===== src/rtl/conv_stream_controller_pkg.sv =====
// conv_pkg: shared types and sizing helpers for the convolution stream
// controller.
//   conv_ctrl_state_t  sequencer states
//   pixels_per_frame() pixels in one square ImageWidth x ImageWidth frame
//   flush_len()        zeros needed after a frame so the sliding-window
//                      buffer can emit its final windows
package conv_pkg;

    typedef enum logic [2:0] {
        ST_IDLE  = 3'd0,
        ST_FEED  = 3'd1,
        ST_FLUSH = 3'd2,
        ST_DRAIN = 3'd3,
        ST_DONE  = 3'd4
    } conv_ctrl_state_t;

    localparam int DEFAULT_IMAGE_WIDTH      = 4;
    localparam int DEFAULT_PIXELS_PER_FRAME = DEFAULT_IMAGE_WIDTH * DEFAULT_IMAGE_WIDTH;

    function automatic int pixels_per_frame(input int image_width);
        return image_width * image_width;
    endfunction

    // Enough zeros to push the last pixel to the centre of an N x N window:
    // (N-1)/2 full rows, (N-1)/2 columns, plus one to clock it out.
    function automatic int flush_len(input int image_width, input int n);
        return image_width * (n - 1) / 2 + (n - 1) / 2 + 1;
    endfunction

endpackage


===== src/rtl/conv_stream_controller_addr_gen.sv =====
// conv_addr_gen: pixel index / channel bookkeeping and pixel memory address.
// Ports:
//   clk, res_n        clock, synchronous active-low reset
//   inc               advance to the next pixel of the current channel
//   clear             restart at channel 0, pixel 0
//   next_channel      advance to the next channel, pixel 0
//   mem_addr          channel*PixelsPerFrame + idx
//   channel           current channel index
//   last_pixel        idx is the final pixel of the frame
//   last_channel      channel is the final channel
module conv_addr_gen
    import conv_pkg::*;
#(
    parameter int PixelsPerFrame = DEFAULT_PIXELS_PER_FRAME,
    parameter int Channels       = 2,
    parameter int AddrW          = $clog2(Channels * PixelsPerFrame),
    parameter int ChanW          = $clog2(Channels) + 1
) (
    input  logic             clk,
    input  logic             res_n,
    input  logic             inc,
    input  logic             clear,
    input  logic             next_channel,
    output logic [AddrW-1:0] mem_addr,
    output logic [ChanW-1:0] channel,
    output logic             last_pixel,
    output logic             last_channel
);

    localparam int IdxW = (PixelsPerFrame > 1) ? $clog2(PixelsPerFrame) : 1;

    logic [IdxW-1:0]  idx_reg;
    logic [ChanW-1:0] channel_reg;

    always_ff @(posedge clk) begin
        if (!res_n) begin
            idx_reg     <= '0;
            channel_reg <= '0;
        end else if (clear) begin
            idx_reg     <= '0;
            channel_reg <= '0;
        end else if (next_channel) begin
            idx_reg     <= '0;
            channel_reg <= channel_reg + ChanW'(1);
        end else if (inc) begin
            // Wraps to 0 after the last pixel, which is harmless: the
            // controller leaves FEED on that same read.
            idx_reg <= idx_reg + IdxW'(1);
        end
    end

    assign mem_addr     = AddrW'(channel_reg) * AddrW'(PixelsPerFrame) + AddrW'(idx_reg);
    assign channel      = channel_reg;
    assign last_pixel   = (idx_reg == IdxW'(PixelsPerFrame - 1));
    assign last_channel = (channel_reg == ChanW'(Channels - 1));

endmodule


===== src/rtl/conv_stream_controller.sv =====
// conv_stream_controller: sequencer feeding a sliding-window convolution
// buffer. On start it streams every channel's frame from pixel memory in
// raster order, appends the zero flush, waits for the buffer's done and
// moves on to the next channel.
// Optional build macro: CONV_STREAM_WATCHDOG_EN (DRAIN timeout -> sticky error).
// Ports:
//   clk, res_n                 clock, synchronous active-low reset
//   start                      begin processing (IDLE only)
//   ds_ready                   downstream may accept; low pauses reads/zeros
//   mem_rd_en, mem_addr        pixel memory read request
//   mem_rd_data                read data, one cycle after mem_rd_en
//   buf_in_valid, buf_in_data  pixel or flush zero into the buffer
//   buf_out_valid              buffer emitted a window
//   buf_out_done               buffer finished the current frame
//   busy                       not IDLE
//   channel                    current channel index
//   window_count               windows seen for the current channel (saturating)
//   frame_done                 one-cycle pulse after the last channel
//   error                      sticky watchdog flag (0 without the macro)
module conv_stream_controller
    import conv_pkg::*;
#(
    parameter int BitSize    = 4,
    parameter int N          = 3,
    parameter int ImageWidth = 4,
    parameter int Channels   = 2,
    parameter int AddrW      = $clog2(Channels * ImageWidth * ImageWidth)
) (
    input  logic                                      clk,
    input  logic                                      res_n,
    input  logic                                      start,
    input  logic                                      ds_ready,
    output logic                                      mem_rd_en,
    output logic [AddrW-1:0]                          mem_addr,
    input  logic [BitSize-1:0]                        mem_rd_data,
    output logic                                      buf_in_valid,
    output logic [BitSize-1:0]                        buf_in_data,
    input  logic                                      buf_out_valid,
    input  logic                                      buf_out_done,
    output logic                                      busy,
    output logic [$clog2(Channels):0]                 channel,
    output logic [$clog2(ImageWidth*ImageWidth)+1:0]  window_count,
    output logic                                      frame_done,
    output logic                                      error
);

    localparam int PixPerFrame = pixels_per_frame(ImageWidth);
    localparam int FlushLen    = flush_len(ImageWidth, N);
    localparam int FlushW      = $clog2(FlushLen + 1);
    localparam int ChanW       = $clog2(Channels) + 1;
    localparam int WinW        = $clog2(PixPerFrame) + 2;

    conv_ctrl_state_t   state_reg;
    logic [FlushW-1:0]  flush_cnt_reg;
    logic [WinW-1:0]    window_count_reg;
    logic               rd_pending_reg;

    logic issue_read;
    logic issue_zero;
    logic start_frame;
    logic drain_exit;
    logic advance_channel;
    logic wd_expire;
    logic last_pixel;
    logic last_channel;

    assign issue_read      = (state_reg == ST_FEED) && ds_ready;
    // A returning pixel owns the buffer input that cycle, so zeros wait.
    assign issue_zero      = (state_reg == ST_FLUSH) && ds_ready && !rd_pending_reg;
    assign start_frame     = (state_reg == ST_IDLE) && start;
    assign drain_exit      = (state_reg == ST_DRAIN) && (buf_out_done || wd_expire);
    assign advance_channel = drain_exit && !last_channel;

    conv_addr_gen #(
        .PixelsPerFrame (PixPerFrame),
        .Channels       (Channels),
        .AddrW          (AddrW),
        .ChanW          (ChanW)
    ) u_addr_gen (
        .clk          (clk),
        .res_n        (res_n),
        .inc          (issue_read),
        .clear        (start_frame),
        .next_channel (advance_channel),
        .mem_addr     (mem_addr),
        .channel      (channel),
        .last_pixel   (last_pixel),
        .last_channel (last_channel)
    );

    always_ff @(posedge clk) begin
        if (!res_n) begin
            state_reg        <= ST_IDLE;
            flush_cnt_reg    <= '0;
            window_count_reg <= '0;
            rd_pending_reg   <= 1'b0;
        end else begin
            rd_pending_reg <= issue_read;

            if ((state_reg != ST_IDLE) && buf_out_valid && !(&window_count_reg)) begin
                window_count_reg <= window_count_reg + WinW'(1);
            end

            // Clears below deliberately override the increment above.
            case (state_reg)
                ST_IDLE: begin
                    if (start) begin
                        state_reg        <= ST_FEED;
                        flush_cnt_reg    <= '0;
                        window_count_reg <= '0;
                    end
                end
                ST_FEED: begin
                    if (issue_read && last_pixel) begin
                        state_reg <= ST_FLUSH;
                    end
                end
                ST_FLUSH: begin
                    if (issue_zero) begin
                        if (flush_cnt_reg == FlushW'(FlushLen - 1)) begin
                            flush_cnt_reg <= '0;
                            state_reg     <= ST_DRAIN;
                        end else begin
                            flush_cnt_reg <= flush_cnt_reg + FlushW'(1);
                        end
                    end
                end
                ST_DRAIN: begin
                    if (drain_exit) begin
                        if (last_channel) begin
                            state_reg <= ST_DONE;
                        end else begin
                            state_reg        <= ST_FEED;
                            window_count_reg <= '0;
                        end
                    end
                end
                ST_DONE: begin
                    state_reg <= ST_IDLE;
                end
                default: begin
                    state_reg <= ST_IDLE;
                end
            endcase
        end
    end

`ifdef CONV_STREAM_WATCHDOG_EN
    localparam int WdLimit = 2 * PixPerFrame;
    localparam int WdW     = $clog2(WdLimit);

    logic [WdW-1:0] wd_cnt_reg;
    logic           error_reg;

    // Fires on the WdLimit-th DRAIN cycle that has no done.
    assign wd_expire = (state_reg == ST_DRAIN) && !buf_out_done &&
                       (wd_cnt_reg == WdW'(WdLimit - 1));

    always_ff @(posedge clk) begin
        if (!res_n) begin
            wd_cnt_reg <= '0;
            error_reg  <= 1'b0;
        end else begin
            if (state_reg != ST_DRAIN) begin
                wd_cnt_reg <= '0;
            end else begin
                wd_cnt_reg <= wd_cnt_reg + WdW'(1);
            end
            if (wd_expire) begin
                error_reg <= 1'b1;
            end
        end
    end

    assign error = error_reg;
`else
    assign wd_expire = 1'b0;
    assign error     = 1'b0;
`endif

    assign mem_rd_en    = issue_read;
    assign buf_in_valid = rd_pending_reg || issue_zero;
    assign buf_in_data  = rd_pending_reg ? mem_rd_data : '0;
    assign busy         = (state_reg != ST_IDLE);
    assign frame_done   = (state_reg == ST_DONE);
    assign window_count = window_count_reg;

endmodule


===== config.mk =====
export PLATFORM = sky130hd
export DESIGN_NAME = conv_stream_controller
export DESIGN_NICKNAME = d
export VERILOG_FILES = /design/src/rtl/conv_stream_controller_pkg.sv /design/src/rtl/conv_stream_controller_addr_gen.sv /design/src/rtl/conv_stream_controller.sv
export SDC_FILE = /design/constraint.sdc
export NUM_CORES = 1
export LEC_CHECK = 0
export ABC_AREA = 0
export CAP_MARGIN = 25
export CORE_MARGIN = 3
export CORE_UTILIZATION = 42
export DETAILED_ROUTE_END_ITERATION = 6
export MAX_ROUTING_LAYER = met4
export PLACE_DENSITY_LB_ADDON = 0.05
export SLEW_MARGIN = 20
export SYNTH_ARGS = -nofsm -noshare
export SYNTH_HDL_FRONTEND = slang
export SYNTH_HIERARCHICAL = 1
export SYNTH_SLANG_ARGS = --single-unit

===== constraint.sdc =====
create_clock -name clk -period 2.38 [get_ports clk]
set_input_delay 0.357 -clock clk [delete_from_list [all_inputs] [get_ports clk]]
set_output_delay 0.357 -clock clk [all_outputs]
set_load 0.05 [all_outputs]

### Signal wires on met1, run 1

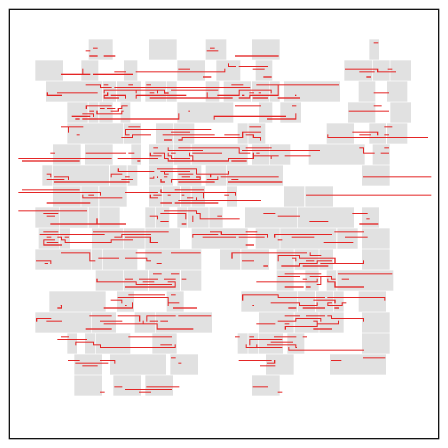
main direction: horizontal
share of all routed wire: 47%
longest straight run: 17.5 um
nets with wire on the layer: 142
wire length on this layer: 1030 um

### The metal 2 layer, run 1

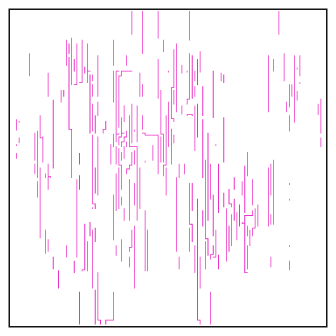
wire length on this layer: 1010 um
longest straight run: 21.2 um

### The metal 3 layer, run 1

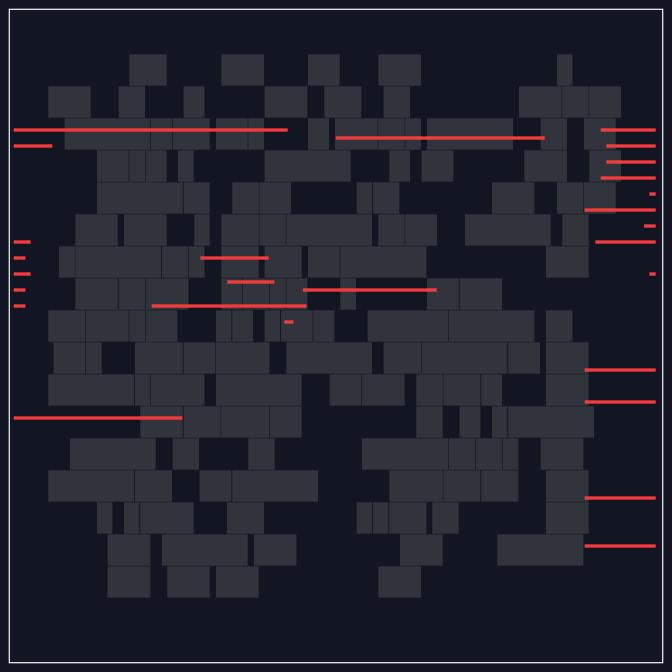
main direction: horizontal
share of all routed wire: 6.7%

==> flow_metrics.env, run 1 <==
# implementation run metrics
export IMPL_grt_pass1_wl_um=3760
export IMPL_cts_buffer_depth=2
export IMPL_enable_flop_cells=0
export IMPL_finalHoldViolCount=0
export IMPL_p_int_mw=0.430
export IMPL_root_buffer="clkbuf_4"
export IMPL_area_growth_pct=34.5
export IMPL_hold_class="register to register"
export IMPL_dp_slack_ns=0.465
export IMPL_clk_insertion_delay_late_ns=0.29
export IMPL_lay_top_cells="clkdlybuf4s50_1 (24), dfxtp_1 (19), nor2_1 (13)"
export IMPL_seq_power_share_pct=55.9
export IMPL_cts_tree="built"
export IMPL_post_cts_setup_buffers=0
export IMPL_grt_max_degree=15
export IMPL_critPathLaunch="state_reg[0]"
export IMPL_grt_use_met3_pct=5.37
export IMPL_antenna_found_initial=0
export IMPL_max_freq_mhz=443
export IMPL_top_cells_by_count="dfxtp_1 (19), nor2_1 (13), and2_1 (6), nand2b_1 (6)"
export IMPL_p_sw_share_pct=26.8
export IMPL_synth_async_sr_flop_share_pct=0
export IMPL_grt_util_met2_pct=24.3
export IMPL_rows=17
export IMPL_endpoint_kind="output port"
export IMPL_drtPass1Iterations=4
export IMPL_synth_cell_type_count=42
export IMPL_cpLargestDelayFamily="buffers and inverters"
export IMPL_holdBufCountCts=0
export IMPL_syn_area_sq_mm=0.00103
export IMPL_whs_ns=0.490
export IMPL_r2r_end="u_addr_gen/idx_reg[3]"
export IMPL_critical_path_arrival_ns=1.90
export IMPL_simple_gate_share_pct=29.1
export IMPL_layout_top_cell="clkdlybuf4s50_1"
export IMPL_finalCritPeriodShare_pct=94.9
export IMPL_p_seq_mw=0.329
export IMPL_syn_inst=114
export IMPL_rr_worst_depth=4
export IMPL_syn_area_per_cell_sq_um=9.00
export IMPL_p_comb_mw=0.0964
export IMPL_area_leaders="dfxtp_1 (37%), nor2_1 (4.8%), a311oi_1 (4.3%), and2_1 (3.7%), ha_1 (3.7%)"
export IMPL_path_class="register to output port"
export IMPL_maxCapViolations=0
export IMPL_finClkSkew_ns=0.000596
export IMPL_post_cts_resized=0
export IMPL_reg2reg_from="state_reg[0]"
export IMPL_p_clk_mw=0.163
export IMPL_crit_path_cell_trace="or3_1, clkdlybuf4s50_1"
export IMPL_wirelength_met1_um=1030
export IMPL_worstPathRequired_ns=2.02
export IMPL_drc=0
export IMPL_whs_endpoint="flush_cnt_reg[1]"
export IMPL_slew_violations=0
export IMPL_fin_total_pwr_mw=0.588
export IMPL_n_antenna_cell=0
export IMPL_grt_overflow_total=0
export IMPL_slew_headroom_pct=65.9
export IMPL_fillerInstances=211
export IMPL_layout_nets=161
export IMPL_route_met2_wl_um=1010
export IMPL_coreArea_sq_mm=0.00225
export IMPL_hold_depth=2
export IMPL_cts_made_buffers=3
export IMPL_vdd_drop_max_uv=410
export IMPL_num_io_pins=32
export IMPL_met3_length_um=146
export IMPL_die_area_sq_mm=0.00307
export IMPL_min_period_ns=2.26
export IMPL_crit_path_end="busy"
export IMPL_tns_ns=0
export IMPL_top_area_cell="dfxtp_1"
export IMPL_busiest_layer="met2"
export IMPL_io_buffers=30
export IMPL_worst_pin_slew_ns=0.509
export IMPL_place_hpwl_um=1700
export IMPL_worstSetupStartpointType="register"
export IMPL_drive_gt1_share_pct=13.6
export IMPL_final_util_pct=61.2
export IMPL_vias_per_cell=5.44
export IMPL_xor_share_pct=2.56
export IMPL_timing_critical_path_buf_inv=1
export IMPL_top_logic_kind="simple AND/OR/NAND/NOR gates"
export IMPL_vias=952
export IMPL_largest_reg_flops=6
export IMPL_crit_slowest_cell="clkdlybuf4s50_1"
export IMPL_yosys_area_share_adder_pct=3.66
export IMPL_pwr_share_comb_pct=16.4
export IMPL_grt_pass1_vias=876
export IMPL_status="completed"
export IMPL_ys_seq_share_pct=37.1
export IMPL_crit_fanout=14
export IMPL_synth_most_common_cell="dfxtp_1"
export IMPL_p_sw_mw=0.158
export IMPL_p_leak_nw=0.522
export IMPL_ys_cells=114
export IMPL_power_density_mw_per_mm2=426
export IMPL_clk_pin_slew_ns=0.10
export IMPL_track_usage_pct=15.2
export IMPL_floorplan_core_util_pct=45.5
export IMPL_yosys_most_used_dff="dfxtp_1"
export IMPL_yosys_area_share_aoi_pct=18.3
export IMPL_rsz0062_at_grt="false"
export IMPL_die_w_um=55.4
export IMPL_synth_nets=127
export IMPL_met1_usage_pct=19.0
export IMPL_power_group_top="registers"
export IMPL_drt_wl_total_um=2200
export IMPL_place_congestion=0.732
export IMPL_yosysWarnings=6
export IMPL_top_cell_area_share_pct=37.1
export IMPL_synth_flops=19
export IMPL_drt_wirelength_per_cell_um=12.6
export IMPL_topRoutingLayerUsed="met4"
export IMPL_drtIter0Drc=18
export IMPL_hold_path_startpoint="flush_cnt_reg[1]"
export IMPL_cts_htree_levels=1
export IMPL_setup_ws_ns=0.120
export IMPL_warnings=26
==> run 1: cell type report <==
| type | instances | area [sq um] | share of cell area (%) |
|---|---|---|---|
| inverters | 4 | 15.0 | 1.09 |
| flip-flops and latches | 19 | 380 | 27.6 |
| repair buffers | 34 | 328 | 23.8 |
| clock buffers | 4 | 26.3 | 1.90 |
| well taps | 28 | 35.0 | 2.54 |
| multi-input cells | 86 | 596 | 43.2 |
==> run 1: through the flow <==
| stage | area [sq um] | std cells |
|---|---|---|
| CTS | 1380 | 175 |
| global route | 1380 | 175 |
| finish | 1380 | 175 |
| global placement | 1350 | 171 |
| detailed placement | 1350 | 171 |
| floorplan | 1030 | 114 |
### Congestion heat map, run 1

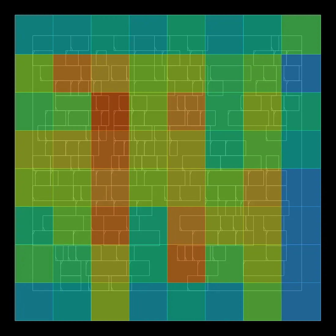

==> run 1 -> run 2 <==
SYNTH_HIERARCHICAL = default   (was 1)
clock period = 2.4 ns   (was 2.38 ns; I/O delays follow)
### Congestion heat map, run 2

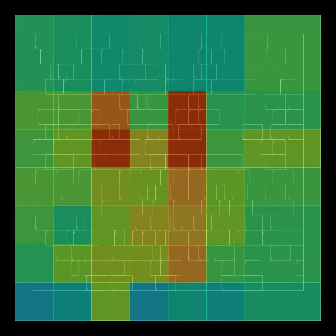
All-Layer GR Usage: 15.8%
post-layout util: 58.9%
met2 GRT Util: 23.8%

### The metal 2 layer, run 2

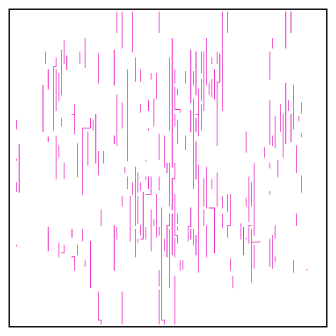
wire length on this layer: 891 um
share of all routed wire: 42%
nets with wire on the layer: 134

==> flow_metrics.env, run 2 <==
# implementation run metrics
export IMPL_status="completed"
export IMPL_tns_ns=0
export IMPL_p_clk_mw=0.163
export IMPL_buffers=30
export IMPL_cts_sinks=19
export IMPL_enable_flop_cells=0
export IMPL_die_w_um=55.1
export IMPL_yosys_most_used_dff="dfxtp_1"
export IMPL_topRoutingLayerUsed="met4"
export IMPL_endpoint_kind="output port"
export IMPL_syn_area_per_cell_sq_um=8.96
export IMPL_drtPass1Iterations=4
export IMPL_wirelength_met1_um=1030
export IMPL_pwr_share_comb_pct=18.9
export IMPL_finalHoldViolCount=0
export IMPL_clk_insertion_delay_late_ns=0.29
export IMPL_num_io_pins=32
export IMPL_n_antenna_cell=0
export IMPL_drtIter0Drc=16
export IMPL_buffer_area_share_pct=22.4
export IMPL_seq_power_share_pct=54.3
export IMPL_crit_path_cell_trace="or3_4, clkdlybuf4s50_1"
export IMPL_cts_htree_levels=1
export IMPL_dp_cells=164
export IMPL_drt_wirelength_per_cell_um=12.6
export IMPL_vdd_drop_max_uv=364
export IMPL_p_seq_mw=0.331
export IMPL_holdBufCountCts=0
export IMPL_r2r_end="window_count[3]"
export IMPL_drive_gt1_share_pct=10.7
export IMPL_synth_most_common_cell="dfxtp_1"
export IMPL_met3_length_um=173
export IMPL_vias_per_cell=5.36
export IMPL_ys_area_sq_mm=0.00101
export IMPL_maxCapViolations=0
export IMPL_power_density_mw_per_mm2=459
export IMPL_comb_share_pct=43.6
export IMPL_final_cell_area_sq_mm=0.00133
export IMPL_syn_area_sq_mm=0.00101
export IMPL_slew_headroom_pct=66.4
export IMPL_grt_max_degree=14
export IMPL_critPathLaunch="state_reg[0]"
export IMPL_crit_slowest_cell="clkdlybuf4s50_1"
export IMPL_lay_top_cells="clkdlybuf4s50_1 (24), dfxtp_1 (19), nor2_1 (14)"
export IMPL_ys_seq_share_pct=37.6
export IMPL_rows=17
export IMPL_root_buffer="clkbuf_4"
export IMPL_fillerInstances=216
export IMPL_cp_depth=2
export IMPL_power_group_top="registers"
export IMPL_post_cts_resized=0
export IMPL_warnings=26
export IMPL_met1_usage_pct=21.6
export IMPL_clockBufferCount=3
export IMPL_final_clk_cell_share_pct=2.07
export IMPL_max_freq_mhz=445
export IMPL_placed_cell_area_sq_mm=0.00130
export IMPL_logic_area_sq_um=579
export IMPL_route_met2_wl_um=891
export IMPL_post_cts_setup_buffers=0
export IMPL_worstSetupStartpointType="register"
export IMPL_timing_critical_path_buf_inv=1
export IMPL_layout_top_cell="clkdlybuf4s50_1"
export IMPL_antenna_found_initial=0
export IMPL_syn_inst=113
export IMPL_hold_class="register to register"
export IMPL_clkPwrFrac_pct=26.8
export IMPL_place_congestion=0.766
export IMPL_die_area_sq_mm=0.00303
export IMPL_crit_path_end="busy"
export IMPL_slew_violations=0
export IMPL_place_hpwl_um=1610
export IMPL_p_comb_mw=0.115
export IMPL_finClkSkew_ns=0.00408
export IMPL_grt_pass1_wl_um=3440
export IMPL_area_growth_pct=31.1
export IMPL_yosysWarnings=0
export IMPL_p_sw_mw=0.177
export IMPL_setup_violations_final=0
export IMPL_clk_pin_slew_ns=0.11
export IMPL_layout_nets=154
export IMPL_synth_nets=126
export IMPL_worst_pin_slew_ns=0.503
export IMPL_cpLargestDelayFamily="buffers and inverters"
export IMPL_floorplan_core_util_pct=44.9
export IMPL_cts_buffer_depth=2
export IMPL_p_sw_share_pct=29.1
export IMPL_critical_path_arrival_ns=1.89
export IMPL_coreArea_sq_mm=0.00225
export IMPL_p_int_mw=0.432
export IMPL_dominant_cell_class="combinational gates"
export IMPL_hold_path_startpoint="u_addr_gen.channel[1]"
export IMPL_synth_flops=19
export IMPL_min_period_ns=2.25
export IMPL_cts_made_buffers=3
export IMPL_rr_worst_depth=6
export IMPL_drc=0
export IMPL_ys_cells=113
export IMPL_top_cell_area_share_pct=37.6
export IMPL_rsz0062_at_grt="false"
export IMPL_final_cells=168
export IMPL_dp_slack_ns=0.495
export IMPL_finalCritPeriodShare_pct=93.6
export IMPL_top_area_cell="dfxtp_1"
export IMPL_grt_overflow_total=0
export IMPL_synth_cell_type_count=42
export IMPL_worstPathRequired_ns=2.04
export IMPL_seq_share_pct=28.7
export IMPL_nonClockInverterCount=2
export IMPL_io_buffers=30
export IMPL_grt_use_met3_pct=3.49
export IMPL_vias=900
export IMPL_cts_tree="built"
export IMPL_synth_async_sr_flop_share_pct=0
export IMPL_reg2reg_from="u_addr_gen.channel[1]"
export IMPL_whs_ns=0.523
export IMPL_grt_pass1_vias=785
export IMPL_path_class="register to output port"
export IMPL_area_leaders="dfxtp_1 (38%), nor2_1 (5.2%), mux2i_1 (4.9%), and2_1 (4.3%), ha_1 (3.7%)"
export IMPL_fin_total_pwr_mw=0.609
export IMPL_top_cells_by_count="dfxtp_1 (19), nor2_1 (14), and2_1 (7)"
export IMPL_busiest_layer="met2"
export IMPL_flop_area_sq_um=380
export IMPL_num_multi_input_gates=85
export IMPL_seq_cells=19
export IMPL_crit_fanout=13
export IMPL_setup_ws_ns=0.154
export IMPL_largest_reg_flops=6
export IMPL_drt_wl_total_um=2110
export IMPL_taps=28
export IMPL_p_leak_nw=0.492
### Sequential cells grouped by signal name, run 2

Bar = 20 um.
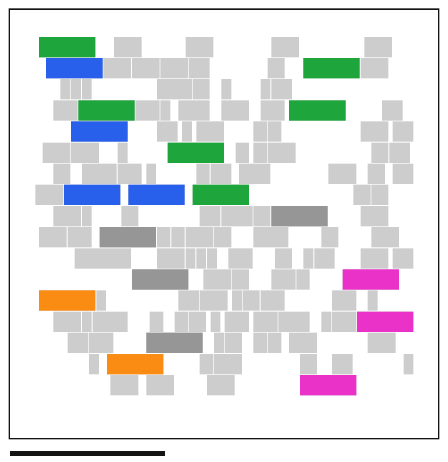
[u_addr_gen.channel] orange | sequential cells: 2
[flush_cnt_reg] magenta | sequential cells: 3
[u_addr_gen.idx_reg] blue | sequential cells: 4
[window_count] green | sequential cells: 6
not coloured: 4

run 2: worst min path at each step:
stage,end,slack [ns],depth (start not counted)
after floorplan,flush_cnt_reg[2],0.46,2
after global placement,flush_cnt_reg[2],0.49,2
after detailed placement,flush_cnt_reg[2],0.51,2
final,u_addr_gen.channel[1],0.52,2
after CTS,flush_cnt_reg[2],0.53,2
after global routing,flush_cnt_reg[2],0.57,2
run 2: kinds of logic after synthesis:
| group | count (synthesis) | synth area share, % |
|---|---|---|
| AOI/OAI and AO/OA | 19 | 14.2 |
| xor gates and xnor gates | 5 | 4.33 |
| adders and majority gates | 3 | 3.71 |
| buffers and inverters | 9 | 5.19 |
| DFF | 19 | 37.6 |
| muxes | 5 | 4.94 |
| other | 1 | 0.370 |
| and+or+nand+nor | 52 | 29.7 |
==> run 2 -> run 3 <==
CTS_CLUSTER_SIZE = 24   (was default)
### Sequential cells grouped by signal name, run 3

Bar = 20 um.
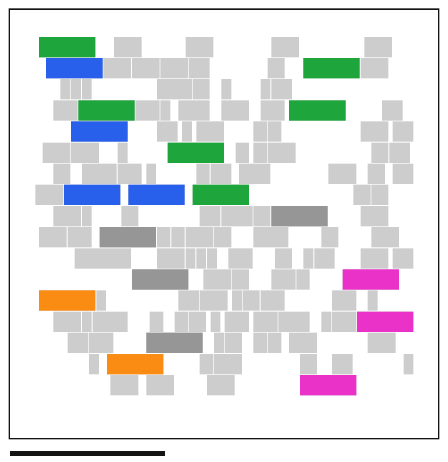
[u_addr_gen.idx_reg] blue | sequential cells: 4
[u_addr_gen.channel] orange | sequential cells: 2
[flush_cnt_reg] magenta | sequential cells: 3
[window_count] green | sequential cells: 6
not coloured: 4

### Signal wires on met1, run 3

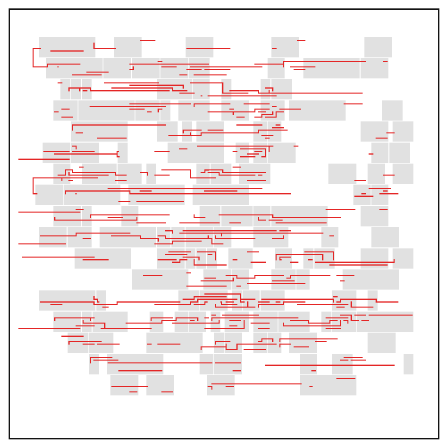
main direction: horizontal
longest straight run: 20.7 um
share of all routed wire: 49%
nets with wire on the layer: 132
wire length on this layer: 1030 um

==> flow_metrics.env, run 3 <==
# implementation run metrics
export IMPL_endpoint_kind="output port"
export IMPL_fin_total_pwr_mw=0.609
export IMPL_final_util_pct=58.9
export IMPL_busiest_layer="met2"
export IMPL_vdd_drop_max_uv=364
export IMPL_comb_share_pct=43.6
export IMPL_placed_cell_area_sq_mm=0.00130
export IMPL_ys_seq_share_pct=37.6
export IMPL_synth_most_common_cell="dfxtp_1"
export IMPL_hold_path_startpoint="u_addr_gen.channel[1]"
export IMPL_setup_ws_ns=0.154
export IMPL_clk_pin_slew_ns=0.11
export IMPL_cts_htree_levels=1
export IMPL_dp_cells=164
export IMPL_power_density_mw_per_mm2=459
export IMPL_seq_cells=19
export IMPL_yosys_area_share_aoi_pct=14.2
export IMPL_coreArea_sq_mm=0.00225
export IMPL_floorplan_core_util_pct=44.9
export IMPL_finalCritPeriodShare_pct=93.6
export IMPL_path_class="register to output port"
export IMPL_rows=17
export IMPL_top_cells_by_count="dfxtp_1 (19), nor2_1 (14), and2_1 (7)"
export IMPL_cts_tree="built"
export IMPL_layout_nets=154
export IMPL_syn_inst=113
export IMPL_place_congestion=0.766
export IMPL_slew_headroom_pct=66.4
export IMPL_drtPass1Iterations=4
export IMPL_cts_buffer_depth=2
export IMPL_antenna_found_initial=0
export IMPL_synth_flops=19
export IMPL_root_buffer="clkbuf_4"
export IMPL_grt_pass1_vias=785
export IMPL_rr_worst_depth=6
export IMPL_yosysWarnings=0
export IMPL_taps=28
export IMPL_io_buffers=30
export IMPL_vias=900
export IMPL_synth_async_sr_flop_share_pct=0
export IMPL_rsz0062_at_grt="false"
export IMPL_synth_nets=126
export IMPL_die_w_um=55.1
export IMPL_syn_area_sq_mm=0.00101
export IMPL_worst_pin_slew_ns=0.503
export IMPL_crit_slowest_cell="clkdlybuf4s50_1"
export IMPL_r2r_end="window_count[3]"
export IMPL_mux_area_share_pct=4.94
export IMPL_yosys_most_used_dff="dfxtp_1"
export IMPL_dp_slack_ns=0.495
export IMPL_place_hpwl_um=1610
export IMPL_num_multi_input_gates=85
export IMPL_die_area_sq_mm=0.00303
export IMPL_crit_path_cell_trace="or3_4, clkdlybuf4s50_1"
export IMPL_fillerInstances=216
export IMPL_drive_gt1_share_pct=10.7
export IMPL_vias_per_cell=5.36
export IMPL_final_cells=168
export IMPL_layout_top_cell="clkdlybuf4s50_1"
export IMPL_yosys_area_share_adder_pct=3.71
export IMPL_drt_wirelength_per_cell_um=12.6
export IMPL_setup_violations_final=0
export IMPL_drt_wl_total_um=2110
export IMPL_drc=0
export IMPL_crit_path_end="busy"
export IMPL_critPathLaunch="state_reg[0]"
export IMPL_xor_share_pct=4.33
export IMPL_ys_cells=113
export IMPL_slew_violations=0
export IMPL_finalHoldViolCount=0
export IMPL_buffer_area_share_pct=22.4
export IMPL_num_io_pins=32
export IMPL_buffers=30
export IMPL_area_growth_pct=31.1
export IMPL_post_cts_setup_buffers=0
export IMPL_whs_ns=0.523
export IMPL_status="completed"
export IMPL_clockBufferCount=3
export IMPL_ys_area_sq_mm=0.00101
export IMPL_top_area_cell="dfxtp_1"
export IMPL_n_antenna_cell=0
export IMPL_tns_ns=0
export IMPL_grt_overflow_total=0
export IMPL_warnings=26
export IMPL_worstSetupStartpointType="register"
export IMPL_clk_insertion_delay_late_ns=0.29
export IMPL_max_freq_mhz=445
export IMPL_worstPathRequired_ns=2.04
export IMPL_p_leak_nw=0.492
export IMPL_crit_fanout=13
export IMPL_simple_gate_share_pct=29.7
export IMPL_grt_use_met3_pct=3.49
export IMPL_seq_share_pct=28.7
export IMPL_track_usage_pct=15.8
export IMPL_hold_class="register to register"
export IMPL_syn_area_per_cell_sq_um=8.96
export IMPL_critical_path_arrival_ns=1.89
export IMPL_synth_cell_type_count=42
export IMPL_post_cts_resized=0
export IMPL_lay_top_cells="clkdlybuf4s50_1 (24), dfxtp_1 (19), nor2_1 (14)"
export IMPL_drtIter0Drc=16
### The metal 2 layer, run 3

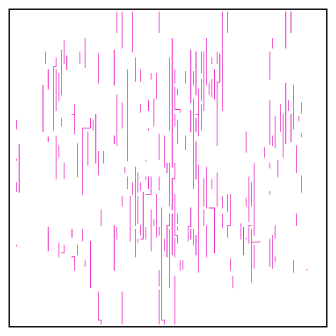
share of all routed wire: 42%
main direction: vertical
longest straight run: 22.4 um

==> run 3: power by group <==
group | switching [mW] | total [mW] | internal (mW)
Sequential | 0.0105 | 0.331 | 0.320
Combinational | 0.0651 | 0.115 | 0.0501
Clock | 0.101 | 0.163 | 0.0619
Total | 0.177 | 0.609 | 0.432
==> run 3: layer usage <==
| layer | wire [um] | share of wire, % |
|---|---|---|
| met5 | 0 | 0 |
| met4 | 17 | 0.80 |
| met3 | 173 | 8.2 |
| met2 | 891 | 42 |
| met1 | 1030 | 49 |
==> run 3: critical path: cells and delay by family, from the launching register on <==
family	cells	cell delay, ns
buffers and inverters	1	0.79
DFF	1	0.58
and+or+nand+nor	1	0.22
Power figures rest on the tool's default switching activity, not on a simulated workload.
